## src/rtl/coin_acceptor.sv

```systemverilog
// Coin-slot front end: sync + debounce two sensors, queue up to 2 coins, emit 1-cycle codes.
// Latency: raw rise before edge 0 -> code on o_coin after edge DEBOUNCE_CYCLES+3.
// Backpressure: i_inhibit stalls emission from IDLE and rejects new coins; a full queue also rejects.
module coin_acceptor #(
    parameter int DEBOUNCE_CYCLES = 4,
    parameter int GAP_CYCLES      = 1,
    parameter int CNT_W           = 3
) (
    input  logic       i_clk,
    input  logic       i_reset,
    input  logic       i_nickel_sns,
    input  logic       i_dime_sns,
    input  logic       i_inhibit,
    output logic [1:0] o_coin,
    output logic       o_reject,
    output logic [1:0] o_pending,
    output logic [3:0] o_drop_cnt
);
    localparam int               GAP_W       = $clog2(GAP_CYCLES + 1) + 1;
    localparam logic [CNT_W-1:0] DB_LAST     = CNT_W'(DEBOUNCE_CYCLES - 1);
    localparam logic [1:0]       CODE_NICKEL = 2'b01;
    localparam logic [1:0]       CODE_DIME   = 2'b10;

    typedef enum logic [1:0] {S_IDLE, S_EMIT, S_GAP} state_t;

    // Channel 0 = nickel, channel 1 = dime.
    logic [1:0]       w_raw;
    logic [1:0]       r_s1;
    logic [1:0]       r_s2;
    logic [1:0]       r_db;
    logic [1:0]       r_evt;
    logic [CNT_W-1:0] r_cnt [2];

    logic [1:0]       r_q [2];
    logic [1:0]       r_qcnt;
    logic             r_reject;
    logic [3:0]       r_drop;

    state_t           r_state;
    state_t           w_state_nxt;
    logic [GAP_W-1:0] r_gap;
    logic [GAP_W-1:0] w_gap_nxt;
    logic [1:0]       r_coin;
    logic [1:0]       w_coin_nxt;
    logic             w_pop;
    logic             w_can_launch;

    logic             w_push_n;
    logic             w_push_d;
    logic             w_drop_n;
    logic             w_drop_d;
    logic [1:0]       w_ndrop;
    logic [4:0]       w_drop_sum;
    logic [1:0]       w_idx;
    logic [1:0]       w_q0_nxt;
    logic [1:0]       w_q1_nxt;

    assign w_raw = {i_dime_sns, i_nickel_sns};

    always_ff @(posedge i_clk or negedge i_reset) begin
        if (!i_reset) begin
            r_s1  <= '0;
            r_s2  <= '0;
            r_db  <= '0;
            r_evt <= '0;
            for (int i = 0; i < 2; i++) r_cnt[i] <= '0;
        end else begin
            r_s1 <= w_raw;
            r_s2 <= r_s1;
            for (int i = 0; i < 2; i++) begin
                r_evt[i] <= 1'b0;
                if (r_s2[i] == r_db[i]) begin
                    r_cnt[i] <= '0;
                end else if (r_cnt[i] == DB_LAST) begin
                    // Only a rising debounced level is a coin; the fall just re-arms.
                    r_cnt[i] <= '0;
                    r_db[i]  <= ~r_db[i];
                    r_evt[i] <= ~r_db[i];
                end else begin
                    r_cnt[i] <= r_cnt[i] + 1'b1;
                end
            end
        end
    end

    // Fullness is judged on the pre-pop count, so a same-cycle pop never frees a slot.
    assign w_push_n   = r_evt[0] && !i_inhibit && (r_qcnt != 2'd2);
    assign w_push_d   = r_evt[1] && !i_inhibit &&
                        (w_push_n ? (r_qcnt == 2'd0) : (r_qcnt != 2'd2));
    assign w_drop_n   = r_evt[0] && !w_push_n;
    assign w_drop_d   = r_evt[1] && !w_push_d;
    assign w_ndrop    = {1'b0, w_drop_n} + {1'b0, w_drop_d};
    assign w_drop_sum = {1'b0, r_drop} + {3'b000, w_ndrop};

    always_comb begin
        w_q0_nxt = w_pop ? r_q[1] : r_q[0];
        w_q1_nxt = r_q[1];
        w_idx    = r_qcnt - {1'b0, w_pop};
        if (w_push_n) begin
            if (w_idx == 2'd0) w_q0_nxt = CODE_NICKEL;
            else               w_q1_nxt = CODE_NICKEL;
            w_idx = w_idx + 2'd1;
        end
        if (w_push_d) begin
            if (w_idx == 2'd0) w_q0_nxt = CODE_DIME;
            else               w_q1_nxt = CODE_DIME;
            w_idx = w_idx + 2'd1;
        end
    end

    always_ff @(posedge i_clk or negedge i_reset) begin
        if (!i_reset) begin
            r_q[0]   <= '0;
            r_q[1]   <= '0;
            r_qcnt   <= '0;
            r_reject <= 1'b0;
            r_drop   <= '0;
        end else begin
            r_q[0]   <= w_q0_nxt;
            r_q[1]   <= w_q1_nxt;
            r_qcnt   <= w_idx;
            r_reject <= w_drop_n | w_drop_d;
            r_drop   <= (w_drop_sum > 5'd15) ? 4'd15 : w_drop_sum[3:0];
        end
    end

    assign w_can_launch = (r_qcnt != 2'd0) && !i_inhibit;

    always_comb begin
        w_state_nxt = r_state;
        w_gap_nxt   = r_gap;
        w_coin_nxt  = r_coin;
        w_pop       = 1'b0;
        case (r_state)
            S_IDLE: begin
                if (w_can_launch) begin
                    w_pop       = 1'b1;
                    w_coin_nxt  = r_q[0];
                    w_state_nxt = S_EMIT;
                end
            end
            S_EMIT: begin
                w_coin_nxt  = 2'b00;
                w_gap_nxt   = GAP_W'(GAP_CYCLES);
                w_state_nxt = S_GAP;
            end
            S_GAP: begin
                w_coin_nxt = 2'b00;
                // The last gap cycle doubles as IDLE so codes can follow every GAP_CYCLES+1 cycles.
                if (r_gap < GAP_W'(2)) begin
                    w_state_nxt = S_IDLE;
                    if (w_can_launch) begin
                        w_pop       = 1'b1;
                        w_coin_nxt  = r_q[0];
                        w_state_nxt = S_EMIT;
                    end
                end else begin
                    w_gap_nxt = r_gap - 1'b1;
                end
            end
            default: begin
                w_coin_nxt  = 2'b00;
                w_state_nxt = S_IDLE;
            end
        endcase
    end

    always_ff @(posedge i_clk or negedge i_reset) begin
        if (!i_reset) begin
            r_state <= S_IDLE;
            r_gap   <= '0;
            r_coin  <= 2'b00;
        end else begin
            r_state <= w_state_nxt;
            r_gap   <= w_gap_nxt;
            r_coin  <= w_coin_nxt;
        end
    end

    assign o_coin     = r_coin;
    assign o_reject   = r_reject;
    assign o_pending  = r_qcnt;
    assign o_drop_cnt = r_drop;
endmodule

```

## config.mk

```make
export PLATFORM = sky130hd
export DESIGN_NAME = coin_acceptor
export DESIGN_NICKNAME = d
export VERILOG_FILES = /design/src/rtl/coin_acceptor.sv
export SDC_FILE = /design/constraint.sdc
export NUM_CORES = 1
export LEC_CHECK = 0
export CORE_UTILIZATION = 40
export DETAILED_ROUTE_END_ITERATION = 8
export GPL_ROUTABILITY_DRIVEN = 0
export GPL_TIMING_DRIVEN = 0
export SLEW_MARGIN = 20
export SYNTH_ARGS = -nofsm -noshare
export SYNTH_HDL_FRONTEND = slang
export SYNTH_SLANG_ARGS = --single-unit
```

## constraint.sdc

```tcl
create_clock -name i_clk -period 2.1 [get_ports i_clk]
set_input_delay 0.315 -clock i_clk [delete_from_list [all_inputs] [get_ports i_clk]]
set_output_delay 0.315 -clock i_clk [all_outputs]
set_load 0.1 [all_outputs]
```

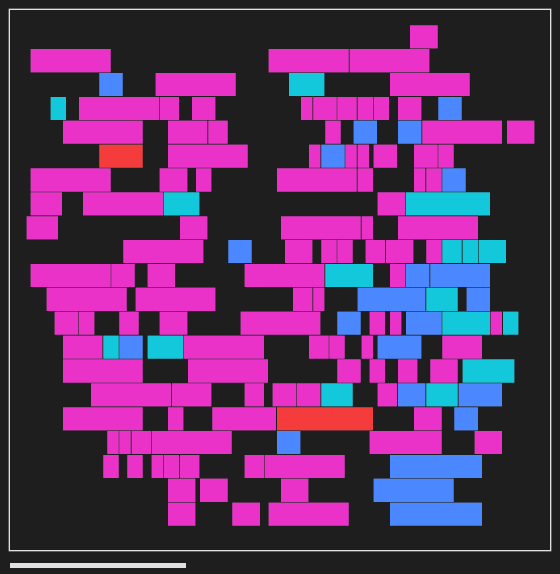
drive_strength.png
Bar = 20 um.
- drive 6 and up: red (cells 2)
- drive 2: cyan (cells 16)
- drive 3 to 4: blue (cells 22)
- drive 1 or less: magenta (cells 108)

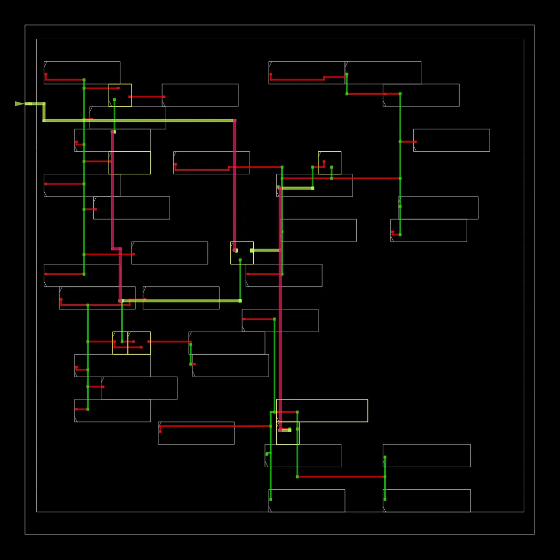
final_clocks.png
TritonCTS Buffers: 5
clk ins delay skew pair: 340 ps
Sink Count: 31

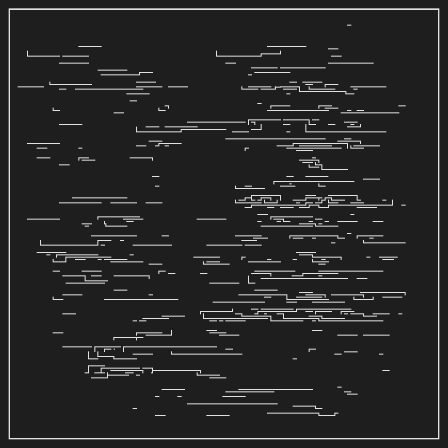
met1.png
- wire length on this layer: 1,060 um
- main direction: horizontal
- longest straight run: 14.3 um
- share of all routed wire: 44%
- nets with wire on the layer: 147
Routed WL: 2428 um
routing usage on met1: 0.1772

==> results.toml <==
# synthesis and place-and-route metrics
[run_status]
status = "finished with violations"
violations = "hold timing, setup timing"

[placed_design]
io_buffers = 12
post-place-ws_ps = -185.5
place_hpwl_um = 1683

[route]
drc_errors = 0
ant_nets = 0
drtIter0Drc = 25
via_per_inst = 5.119

[clocking]
cts_tree = "done"
clockBufferDepth = 2

[final_timing]
fin_ws_ps = -0.8895
fin_tns_setup_ps = -0.8895
setup_violations = 1
hold_slack_ps = -0.04013
hold_viol_final = 1

[setup_path]
cp_num_buf_inv = 0
worst-setup-path-type = "flop to flop"
crit_family = "adder cells"
startpoint_type = "flop"
endpoint_kind = "flop"
cp_cell_sequence = "o21bai_4 -> nor2_2 -> ha_2 -> xnor2_2 -> ha_1 -> nand3_2 -> and2_4 -> ha_4 -> nor4_4 -> a31oi_1"
worstPathArrival_ps = 2360

[yosys]
ys_async_sr_fraction = 1.000
synth_nets = 132
edf_count = 0
ys.flops = 31
syn_inst = 120

[pwr]
p_per_area_mw_per_mm2 = 1452
peakVddDrop_v = 0.0005656

[floorplanning]
ios = 14
die_area_sq_mm = 0.003786

[final_layout]
finalNetCount = 159
utilization = 0.5361
lay_top_count = "dfrtp_1"
syn_to_final_growth_pct = 27.18

[global_routing]
grt_pass1_vias = 945
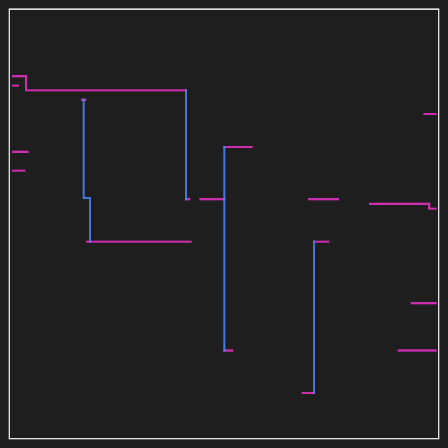
metal_stack.png
Two of the layers only.
- met3: magenta (wire length 83.0 um)
- met4: blue (wire length 88.0 um)
Total GRT Usage: 0.1577
vias: 993
drt wl/cell: 12.52 um

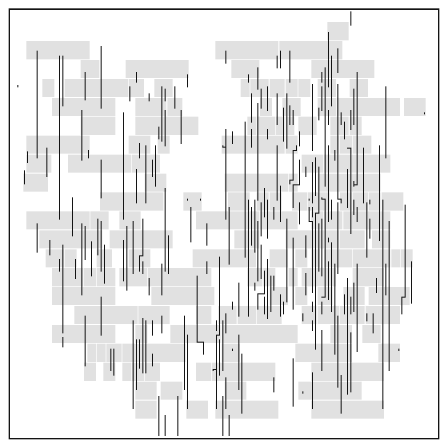
met2.png
Cells faint in the background.
- nets with wire on the layer: 146
- wire length on this layer: 1,200 um
- longest straight run: 29.9 um
- main direction: vertical
- share of all routed wire: 49%

-- report_power, final --
group	switching, W	internal [W]	total (W)
Clock	0.000206	0.000281	0.000487
Combinational	0.000787	0.000447	0.00123
Sequential	0.000126	0.000771	0.000897
Total	0.00112	0.00150	0.00262
-- cell families after synthesis --
| family | synth area share |
|---|---|
| multiplexers | 0.02383 |
| flip-flops | 0.5472 |
| AND/OR/NAND/NOR | 0.2030 |
| adder cells (fa/ha/maj) | 0.06708 |
| AND-OR/OR-AND | 0.1015 |
| XOR/XNOR | 0.04060 |
| buffers and inverters | 0.01677 |
-- per-layer routing --
metal,track usage,vias to the layer above,part of all wire
met2,0.2565,18,0.49
met5,0,-,0
met3,0.04412,9,0.034
met4,0.1143,0,0.036
li1,-,485,-
met1,0.1772,481,0.44
-- cell usage after synthesis, drive strengths merged (2+ instances only) --
cell | instances | area share
a21o | 2 | 0.011
xnor2 | 3 | 0.019
nand3b | 2 | 0.011
nor3 | 6 | 0.021
and2 | 2 | 0.0088
nor2 | 6 | 0.021
nand2 | 4 | 0.011
a21oi | 4 | 0.014
a21boi | 2 | 0.011
nor2b | 5 | 0.024
inv | 5 | 0.013
nand2b | 5 | 0.027
o22a | 2 | 0.012
dfrtp | 31 | 0.55
ha | 6 | 0.053
nand3 | 8 | 0.028
nor3b | 4 | 0.021
mux2 | 3 | 0.024
o21ai | 2 | 0.0071
and3b | 2 | 0.012
-- repair_timing --
action,in CTS,in global routing
pin swaps,3,2
setup buffers,6,2
hold buffers,0,0
resized,10,12
endpoints found under the setup margin,17,10
-- final cells by class --
type,count,area (sq um)
clock inverters,2,35.03
repair buffers,20,160.2
clock buffers,6,51.30
inverters,5,18.77
flip-flops and latches,31,784.5
well taps,46,57.56
fillers,317,1560
multi-input cells,83,690.7
plain buffers,1,5.005
